floorplan.png
(2 px per um) Pins as bars on the die edge.
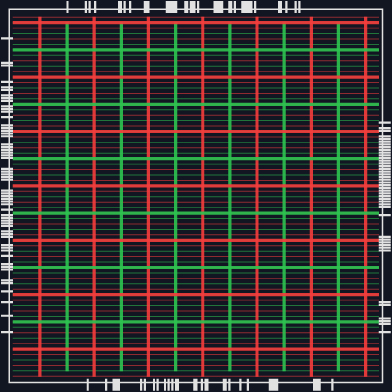
clock_wires.png
(3 px per um)
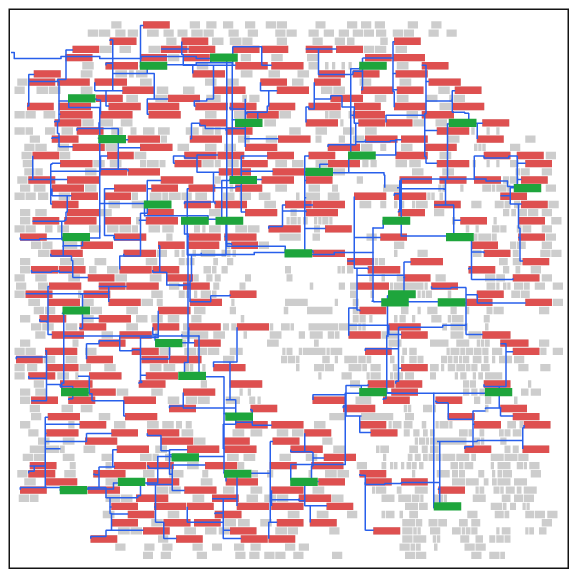
$ cat config.mk
export PLATFORM = sky130hd
export DESIGN_NAME = spike_frame_deserializer
export DESIGN_NICKNAME = d
export VERILOG_FILES = /design/src/rtl/spike_frame_deserializer_pkg.sv /design/src/rtl/spike_frame_deserializer_gap_watchdog.sv /design/src/rtl/spike_frame_deserializer.sv
export SDC_FILE = /design/constraint.sdc
export NUM_CORES = 1
export LEC_CHECK = 0
export CAP_MARGIN = 40
export CORE_UTILIZATION = 40
export DETAILED_ROUTE_END_ITERATION = 10
export HOLD_SLACK_MARGIN = 0.05
export SYNTH_ARGS = -nofsm -noshare
export SYNTH_HDL_FRONTEND = slang
export SYNTH_SLANG_ARGS = --single-unit
export TNS_END_PERCENT = 5
$ cat constraint.sdc
create_clock -name clk -period 14 [get_ports clk]
set_input_delay 2.1 -clock clk [delete_from_list [all_inputs] [get_ports clk]]
set_output_delay 2.1 -clock clk [all_outputs]
set_load 0.03 [all_outputs]
$ cat src/rtl/spike_frame_deserializer_pkg.sv
// Shared definitions for the spike frame deserializer and the downstream
// per-channel processing units: FSM state encodings, the default frame-start
// marker, the words-per-frame derivation and the counter widths.
package spike_frame_deserializer_pkg;

  typedef enum logic [1:0] {
    ST_HUNT  = 2'd0,
    ST_FILL  = 2'd1,
    ST_STALL = 2'd2
  } state_t;

  localparam logic [7:0] DEF_SYNC_WORD = 8'hA5;
  localparam int         FRAME_CNT_W   = 16;
  localparam int         GAP_W         = 16;

  // Input words per frame; the frame width must be a whole number of words.
  function automatic int calc_bpf(input int num_ch, input int sample_w, input int in_w);
    return (num_ch * sample_w) / in_w;
  endfunction

endpackage

$ cat src/rtl/spike_frame_deserializer_gap_watchdog.sv
// Idle-cycle watchdog for a partially assembled frame.
// Ports:
//   clk, rst  : clock, asynchronous active-high reset
//   en        : watchdog armed (frame partially filled)
//   kick      : a word was accepted this cycle; restarts the idle count
//   limit     : idle cycles allowed; 0 disables the watchdog
//   timeout   : combinational pulse in the cycle that reaches the limit
module spike_frame_deserializer_gap_watchdog
  import spike_frame_deserializer_pkg::*;
(
  input  logic             clk,
  input  logic             rst,
  input  logic             en,
  input  logic             kick,
  input  logic [GAP_W-1:0] limit,
  output logic             timeout
);

  localparam logic [GAP_W-1:0] ONE = GAP_W'(1);

  logic [GAP_W-1:0] idle_cnt;

  always_ff @(posedge clk or posedge rst) begin
    if (rst) begin
      idle_cnt <= '0;
    end else if (!en || kick) begin
      idle_cnt <= '0;
    end else if (idle_cnt != '1) begin
      idle_cnt <= idle_cnt + ONE;
    end
  end

  // idle_cnt holds the idle cycles already elapsed, so the current idle
  // cycle is number idle_cnt+1; a kick in that same cycle suppresses it.
  assign timeout = en && !kick && (limit != '0) && (idle_cnt >= (limit - ONE));

endmodule

$ cat src/rtl/spike_frame_deserializer.sv
// Word-stream to frame deserializer feeding the per-channel spike units.
// Collects BPF input words into an assembly register (word i at bits
// [i*IN_W +: IN_W]), then moves the frame into an output holding register
// presented with valid/ready. Optional sync-word hunting, gap watchdog,
// backpressure (BACKPRESSURE=1) or drop-on-overrun (BACKPRESSURE=0).
// Ports:
//   clk, rst        : clock, asynchronous active-high reset
//   s_data/s_valid/s_ready : input word stream
//   sync_en         : every frame preceded by SYNC_WORD (sampled at frame boundaries)
//   gap_timeout_in  : idle cycles allowed mid-frame, 0 disables
//   m_frame/m_valid/m_ready : output frame handshake
//   frame_cnt       : frames loaded into the holding register (wrapping)
//   err_overrun     : sticky, frame dropped (drop mode only)
//   err_gap         : sticky, partial frame discarded by the watchdog
//   clr_err         : synchronous clear of both sticky errors
module spike_frame_deserializer
  import spike_frame_deserializer_pkg::*;
#(
  parameter int              NUM_CH       = 8,
  parameter int              SAMPLE_W     = 16,
  parameter int              IN_W         = 8,
  parameter int              BACKPRESSURE = 1,
  parameter logic [IN_W-1:0] SYNC_WORD    = IN_W'(DEF_SYNC_WORD)
)
(
  input  logic                         clk,
  input  logic                         rst,
  input  logic [IN_W-1:0]              s_data,
  input  logic                         s_valid,
  output logic                         s_ready,
  input  logic                         sync_en,
  input  logic [GAP_W-1:0]             gap_timeout_in,
  output logic [NUM_CH*SAMPLE_W-1:0]   m_frame,
  output logic                         m_valid,
  input  logic                         m_ready,
  output logic [FRAME_CNT_W-1:0]       frame_cnt,
  output logic                         err_overrun,
  output logic                         err_gap,
  input  logic                         clr_err
);

  localparam int FRAME_W = NUM_CH * SAMPLE_W;
  localparam int BPF     = calc_bpf(NUM_CH, SAMPLE_W, IN_W);
  localparam int IDX_W   = (BPF > 1) ? $clog2(BPF) : 1;
  localparam logic [IDX_W-1:0] IDX_LAST = IDX_W'(BPF - 1);
  localparam logic [IDX_W-1:0] IDX_ONE  = IDX_W'(1);

  state_t             state_q;
  state_t             state_nx;
  state_t             cur_st;
  state_t             boundary_st;
  logic               fresh_q;
  logic [IDX_W-1:0]   idx_q;
  logic [IDX_W-1:0]   idx_nx;
  logic [FRAME_W-1:0] asm_q;
  logic [FRAME_W-1:0] asm_nx;
  logic               accept;
  logic               hold_free;
  logic               store;
  logic               load;
  logic               set_ovr;
  logic               set_gap;
  logic               gap_en;
  logic               gap_timeout;

  // The reset value of the state depends on sync_en as seen at release, so
  // the first cycle after reset resolves HUNT/FILL from sync_en directly.
  assign cur_st      = fresh_q ? (sync_en ? ST_HUNT : ST_FILL) : state_q;
  assign boundary_st = sync_en ? ST_HUNT : ST_FILL;

  assign s_ready   = (BACKPRESSURE == 0) || (state_q != ST_STALL);
  assign accept    = s_valid && s_ready;
  assign hold_free = !m_valid || m_ready;
  assign gap_en    = (cur_st == ST_FILL) && (idx_q != '0);

  spike_frame_deserializer_gap_watchdog u_gap_watchdog (
    .clk     (clk),
    .rst     (rst),
    .en      (gap_en),
    .kick    (accept),
    .limit   (gap_timeout_in),
    .timeout (gap_timeout)
  );

  always_comb begin
    state_nx = cur_st;
    idx_nx   = idx_q;
    store    = 1'b0;
    load     = 1'b0;
    set_ovr  = 1'b0;
    set_gap  = 1'b0;
    case (cur_st)
      ST_HUNT: begin
        if (accept && (s_data == SYNC_WORD)) begin
          state_nx = ST_FILL;
          idx_nx   = '0;
        end
      end
      ST_FILL: begin
        if (accept) begin
          store = 1'b1;
          if (idx_q == IDX_LAST) begin
            idx_nx = '0;
            if (hold_free) begin
              load     = 1'b1;
              state_nx = boundary_st;
            end else if (BACKPRESSURE != 0) begin
              state_nx = ST_STALL;
            end else begin
              set_ovr  = 1'b1;
              state_nx = boundary_st;
            end
          end else begin
            idx_nx = idx_q + IDX_ONE;
          end
        end else if (gap_timeout) begin
          idx_nx   = '0;
          set_gap  = 1'b1;
          state_nx = boundary_st;
        end
      end
      ST_STALL: begin
        if (hold_free) begin
          load     = 1'b1;
          state_nx = boundary_st;
        end
      end
      default: begin
        state_nx = boundary_st;
        idx_nx   = '0;
      end
    endcase
  end

  // Assembly word merge: the completing word goes straight into the frame
  // that loads the holding register in the same cycle.
  always_comb begin
    asm_nx = asm_q;
    if (store) begin
      asm_nx[int'(idx_q) * IN_W +: IN_W] = s_data;
    end
  end

  always_ff @(posedge clk or posedge rst) begin
    if (rst) begin
      state_q     <= ST_FILL;
      fresh_q     <= 1'b1;
      idx_q       <= '0;
      m_valid     <= 1'b0;
      m_frame     <= '0;
      frame_cnt   <= '0;
      err_overrun <= 1'b0;
      err_gap     <= 1'b0;
    end else begin
      state_q <= state_nx;
      fresh_q <= 1'b0;
      idx_q   <= idx_nx;
      if (load) begin
        m_valid   <= 1'b1;
        m_frame   <= asm_nx;
        frame_cnt <= frame_cnt + FRAME_CNT_W'(1);
      end else if (m_ready) begin
        m_valid <= 1'b0;
      end
      err_overrun <= set_ovr | (err_overrun & ~clr_err);
      err_gap     <= set_gap | (err_gap & ~clr_err);
    end
  end

  // Assembly data carries no reset; idx and state decide what is meaningful.
  always_ff @(posedge clk) begin
    if (store) begin
      asm_q <= asm_nx;
    end
  end

endmodule

==> run_summary.xml <==
<?xml version="1.0" encoding="UTF-8"?>
<metrics>
  <group name="outcome">
    <metric name="status" unit="">complete, no violations</metric>
  </group>
  <group name="clocking">
    <metric name="postCtsSetupBuffers" unit="">0</metric>
    <metric name="post_cts_resize_count" unit="">0</metric>
    <metric name="tritoncts" unit="">done</metric>
    <metric name="cts.clk_slew.worst_paths" unit="ps">50</metric>
    <metric name="h_tree_depth" unit="">2</metric>
  </group>
  <group name="floorplanning">
    <metric name="dieArea" unit="sq um">34500</metric>
    <metric name="dieHeight" unit="um">186</metric>
  </group>
  <group name="sta">
    <metric name="headroom_to_the_max_slew_limit" unit="">0.481</metric>
    <metric name="grt_setup_unrepaired" unit="">false</metric>
    <metric name="tightestPinTransition" unit="ps">775</metric>
    <metric name="finalSetupViolCount" unit="">0</metric>
  </group>
  <group name="worst_setup_path">
    <metric name="critical_path.max_fanout" unit="">4</metric>
    <metric name="ordered_cell_list_for_the_critical_path" unit="">clkdlybuf4s50_1, inv_1, ha_1, or4b_2, or3_1, nor3_1, xnor2_1, ha_1, nand4_1, or3_1, or4_1, and2_1, a31oi_1, o41ai_2</metric>
    <metric name="timing.critical_path.slowest_cell_delay" unit="ps">640</metric>
    <metric name="crit_arrival" unit="ps">6190</metric>
    <metric name="worstReg2RegStart" unit="">fresh_q$_DFF_PP1_</metric>
  </group>
  <group name="synth">
    <metric name="ys_sh_aoi" unit="">0.0244</metric>
    <metric name="library_cell_occupying_the_most_area_in_the_post_synthesis_netlist" unit="">dfrtp_1</metric>
    <metric name="synthCells" unit="">991</metric>
    <metric name="ys_seq_elements" unit="">298</metric>
    <metric name="synth_adder_area_share" unit="">0.0241</metric>
    <metric name="synth.area.top_cells" unit="">dfrtp_1 31%, edfxtp_1 28%, mux2_2 18%</metric>
    <metric name="post_synthesis_cell_area" unit="sq um">13500</metric>
  </group>
  <group name="global_route">
    <metric name="grt_max_degree" unit="">59</metric>
    <metric name="met3_usage" unit="">0.0360</metric>
  </group>
  <group name="route">
    <metric name="drt_first_iter_violations" unit="">456</metric>
    <metric name="detail_route.wl_per_cell" unit="um">19.1</metric>
  </group>
  <group name="layout">
    <metric name="bufAreaShareNonClock" unit="">0.115</metric>
    <metric name="instances_no_fill" unit="">1653</metric>
    <metric name="biggestCellCategory" unit="">flip-flops and latches</metric>
    <metric name="lay_top_cells" unit="">216 x mux2_2, 177 x clkdlybuf4s50_1, 168 x dfrtp_1</metric>
  </group>
</metrics>
-- floorplan.png (at the start) --
Key: green = VDD; red = VSS
178 signal pins sit on the boundary. 13 straps on met5. 13 straps on met4. The core has 66 rows. 67 met1 rails follow the rows.

-- clock_wires.png (at the start) --
Key: green = clock-net drivers [count 34]; blue = clock wires [length 3780 um]; red = flip-flops [count 298]
Position of the flops: spread over the die.

## logic make-up (layout without fill, tap and decap cells)
kind of cell               after synthesis  after routing
adders and majority gates               26             26
AOI/OAI and AO/OA                       47             47
DFF                                    298            298
buffers and inverters                   50            270
and+or+nand+nor                        302            302
other                                    1              1
muxes                                  226            226
xor gates and xnor gates                41             41
## per-stage QoR
step | hold slack, ps | total power, W
after CTS | 473 | 0.00215
after global routing | 498 | 0.00221
final | 464 | 0.00212
after detailed placement | 461 | 0.00125
after floorplan | 502 | 0.00117
after global placement | 461 | 0.00124
## worst register-to-register path, stage by stage (launching register included)
cell and delay (ps):
dfstp_2 540, mux2i_1 510, inv_1 140, ha_1 300, nand2_1 80, nor2_4 430
buf_4 460, buf_16 280, buf_4 660, mux2_2 440
## power by group
group / switching [W] / internal [W] / leakage, nW / total, W
Sequential: 0.0000161 / 0.000962 / 3.56 / 0.000978
Clock: 0.000349 / 0.000542 / 0.563 / 0.000891
Combinational: 0.000174 / 0.0000782 / 2.84 / 0.000252
## sequential cells by signal (all words and copies together), names as in the netlist
signal                   count
u_gap_watchdog.idle_cnt     16
m_valid                      1
frame_cnt                   16
err_gap                      1
fresh_q                      1
err_overrun                  1
idx_q                        4
asm_q                      128
state_q                      2
m_frame                    128
## worst max path at each step
stage                      start                      end  slack, ps  depth (start not counted)
6_report       gap_timeout_in[0]     state_q[1]$_DFF_PP0_       8190                         14
5_1_grt        gap_timeout_in[0]     state_q[1]$_DFF_PP0_       7970                         14
4_1_cts        gap_timeout_in[0]     state_q[1]$_DFF_PP0_       8180                         14
3_5_place_dp   gap_timeout_in[0]     state_q[1]$_DFF_PP0_       7650                         14
3_3_place_gp             sync_en  m_frame[35]$_DFFE_PP0P_       7750                         10
2_1_floorplan            sync_en  m_frame[10]$_DFFE_PP0P_       6670                         10
Power figures rest on the tool's default switching activity, not on a simulated workload.
